### PDN straps and rails

Scale bar: 20 um. Pins as bars on the die edge.
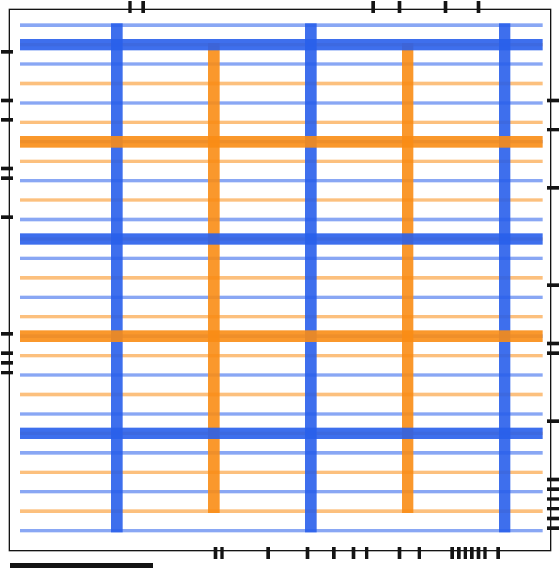
### Placed cells, one color a class

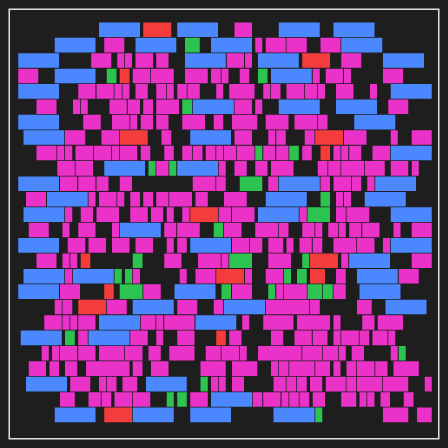
### Clock network drawn from the DEF

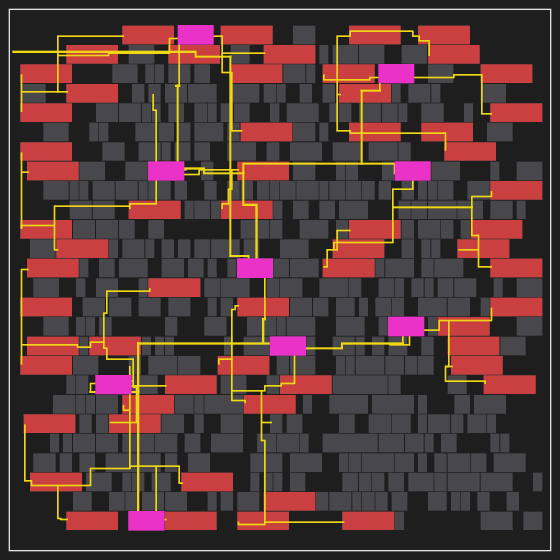
==> config.mk <==
export PLATFORM = sky130hd
export DESIGN_NAME = nco_period_meter
export DESIGN_NICKNAME = d
export VERILOG_FILES = /design/src/rtl/nco_meas_pkg.sv /design/src/rtl/nco_zc_detect.sv /design/src/rtl/nco_period_meter.sv
export SDC_FILE = /design/constraint.sdc
export NUM_CORES = 1
export LEC_CHECK = 0
export CAP_MARGIN = 5
export CORE_UTILIZATION = 65
export CTS_BUF_LIST = sky130_fd_sc_hd__clkbuf_8
export DETAILED_ROUTE_END_ITERATION = 6
export DONT_BUFFER_PORTS = 1
export GPL_ROUTABILITY_DRIVEN = 0
export GPL_TIMING_DRIVEN = 0
export PLACE_DENSITY = 0.81
export SLEW_MARGIN = 20
export SYNTH_ARGS = -nofsm -noshare
export SYNTH_HDL_FRONTEND = slang
export SYNTH_SLANG_ARGS = --single-unit
==> constraint.sdc <==
create_clock -name clk -period 3.7 [get_ports clk]
set_input_delay 0.74 -clock clk [delete_from_list [all_inputs] [get_ports clk]]
set_output_delay 0.74 -clock clk [all_outputs]
set_load 0.02 [all_outputs]
==> summary.txt <==
Main metrics from the flow reports.

The worst hold path depth is 2. Per the OpenROAD power report, leakage power amounts to around 1.6 nW. The HPWL reported at the end of detailed placement came out at 5780 um. The maximum fanout along the worst path is 10. STA classifies the critical path endpoint as a register. The number of ports placed on the die boundary is 45. Input and output buffers added on the ports amount to 0. The flip-flop and latch count after synthesis is about 60. The detailed-route wire length is 8420 um.

The number of warnings in the stage logs is 31. The signal arrival time at the worst endpoint is 2.93 ns. The clock-pin transition on the worst setup and hold timing paths came out at 0.07 ns. The worst path buffer plus inverter count is 2. The clock root buffer master is sky130_fd_sc_hd__clkbuf_8. The number of warning messages in the yosys log is 0.

The initialized floorplan defines 26 standard-cell rows. In this run the deepest clock path goes through 2 buffers. The headroom to the max-slew limit came out at 0.518. The critical path goes through inv_1 > ha_1 > nor2b_1 > and3_1 > a21boi_1 > o21ai_2 > buf_2 > a31oi_1 > o221a_2. The mean area per synthesized cell came out at ~9.0 um^2.

Of the post-synthesis cell area, the dominant cell type holds 0.342. On the critical path, the stage with the largest delay is an instance of sky130_fd_sc_hd__o21ai_2. The class of the most critical setup path is reg -> reg. The overall power consumption is around 1.2 mW. The number of flops mapped to enable cells by yosys is 0. The share of flip-flops with an asynchronous set or reset came out at 0. Counting every instance in the synthesized netlist gives approximately 390. The clock tree from TritonCTS is built. Post-CTS repair ended up resizing 0 cells. Measured against the total synthesized area, the mux share comes to 0. The number of global-route vias before repair is about 2.9k. The area fraction in xor and xnor cells came out at 0.0573. The synthesized net count came out at about 420. The mapped cell area is between 0.003 and 0.004 mm^2. The number of DRC violations after detailed routing came out at 0.

The initial detailed-routing violation count is ~290. The kind of cell with the highest combined delay along the critical path is AND-OR/OR-AND gates. The average routed wire per standard cell is 17.6 um. The worst register-to-register path has a setup slack of roughly 1 ns.

The layout cell share with drive strength beyond 1 is 0.179. Per the run summary, max-cap violations total 0. The post-route non-filler standard cell count is 477. For this run, the total global-route usage over all layers was measured as 0.316.

The number of cells in Yosys stat came out at about 390. Entering global routing, the biggest net connects 11 pins. The initial utilization of the core area, before any placement, comes to 0.680.

The global route stage reports its total congestion overflow as 0. The most critical min-delay path falls under reg -> reg. Setup repair after global routing left no endpoint under its margin. The count of clock tree sinks is around 60. The share of the cycle needed by the critical path after routing came out at 0.729. Sorting the Yosys area breakdown by cell type puts at the top sky130_fd_sc_hd__dfxtp_1. The run finished with clean final reports. The area fraction in and, or, nand and nor cells after synthesis came out at 0.214. The H-tree was split into 3 levels.

In this run the layout overhead on the synthesized area is reported as 6.94%. Counting buffers and inverters, the worst setup path is 9 cells deep. The library cell with the highest instance count after synthesis is sky130_fd_sc_hd__dfxtp_1. The highest achievable clock rate is ~370 MHz. The initial antenna violation count came out at 0. The sequential cell area fraction in the yosys report is 0.342. The total negative setup slack is 0 ns. The data required time reported for the critical path is 3.93 ns. The number of pins exceeding their max-slew limit in the final report came out at 0. The first-pass GRT wire length is about 13000 um.

The path depth of the worst reg2reg path is 9. The final number of setup-violating endpoints is 0. The chip area came out at 0.00571 mm^2. The power density normalized to cell area came out at 322 mW/mm^2. According to the finish report, the design has a final net count of ~430. The via count is roughly 3.1k. In this run, post-CTS hold repair placed 0 buffers.

Setup slack on the critical path of the routed design comes to approximately 1 ns. The commonest cells after synthesis are 60 x sky130_fd_sc_hd__dfxtp_1, 51 x sky130_fd_sc_hd__nand2_1, 24 x sky130_fd_sc_hd__o211a_1. The number of cells after detailed placement is roughly 460. The first-pass iteration count of the detailed router came out at 5. Per the cell usage report, the commonest logic cells after layout are 60 x sky130_fd_sc_hd__dfxtp_1, 51 x sky130_fd_sc_hd__nand2_1, 24 x sky130_fd_sc_hd__o211a_1, 22 x sky130_fd_sc_hd__a21oi_1.

The post-synthesis chip area from yosys came out at between 0.003 and 0.004 mm^2.
## Picture notes: 'PDN straps and rails'
legend:
  blue:
    net: VSS
  orange:
    net: VDD
met1 rails: 27
rows: 26
met4 straps: 5
met5 straps: 5
Core Region: 0.00517 mm^2
Die Ht: 75.6 um
chip width: 75.6 um
maximum VDD drop: 214 uV

## Picture notes: 'Placed cells, one color a class'
legend:
  red:
    class: clock drivers and dummy loads
    cells: 15
  blue:
    class: registers
    cells: 60
  magenta:
    class: remaining logic cells
    cells: 302
  green:
    class: remaining buffers and delay cells
    cells: 30
end-of-flow core utilization: 0.727
sequential share of cell area: 0.319
final design instance area without fill: 0.00376 mm^2

## Picture notes: 'Clock network drawn from the DEF'
legend:
  red:
    item: flip-flops
    count: 60
  magenta:
    item: clock-net drivers
    count: 9
  yellow:
    item: clock wires
    length: 773 um
flops lie: all over the die
routed clock nets: 10
final setup skew: 0.00663 ns
clock group total power: 0.487 mW
share of power burned in the clock network: 0.403
clk ins delay skew pair: 0.34 ns

[layer usage]
metal  share of wire  vias to the layer above  track usage
met4           0.016                        0        0.136
met3           0.069                       17       0.0675
met2            0.46                      143        0.498
met1            0.45                     1473        0.419
li1                -                     1489            -
met5               0                        -            0
[cells by family after synthesis]
logic type      Yosys count
flops                    60
compound gates          124
buf+inv                  43
fa+ha+maj                 8
xor+xnor                 23
simple gates            134
[area by class of cell]
cell class | instances | area, um^2
well taps | 70 | 87.6
clock inverters | 6 | 32.5
inverters | 13 | 48.8
multi-input cells | 289 | 2100
plain buffers | 30 | 165
clock buffers | 9 | 124
flip-flops and latches | 60 | 1200
fillers | 416 | 1410
[worst min-delay path: stages (launching register included)]
cell and delay (ns):
sky130_fd_sc_hd__dfxtp_1 0.31, sky130_fd_sc_hd__o21ai_0 0.07, sky130_fd_sc_hd__a21oi_1 0.07
[report_power, final]
part | switching (mW) | internal (mW)
logic | 0.0544 | 0.0194
registers | 0.00150 | 0.647
clock network | 0.255 | 0.232
Power and IR drop assume default switching activity.
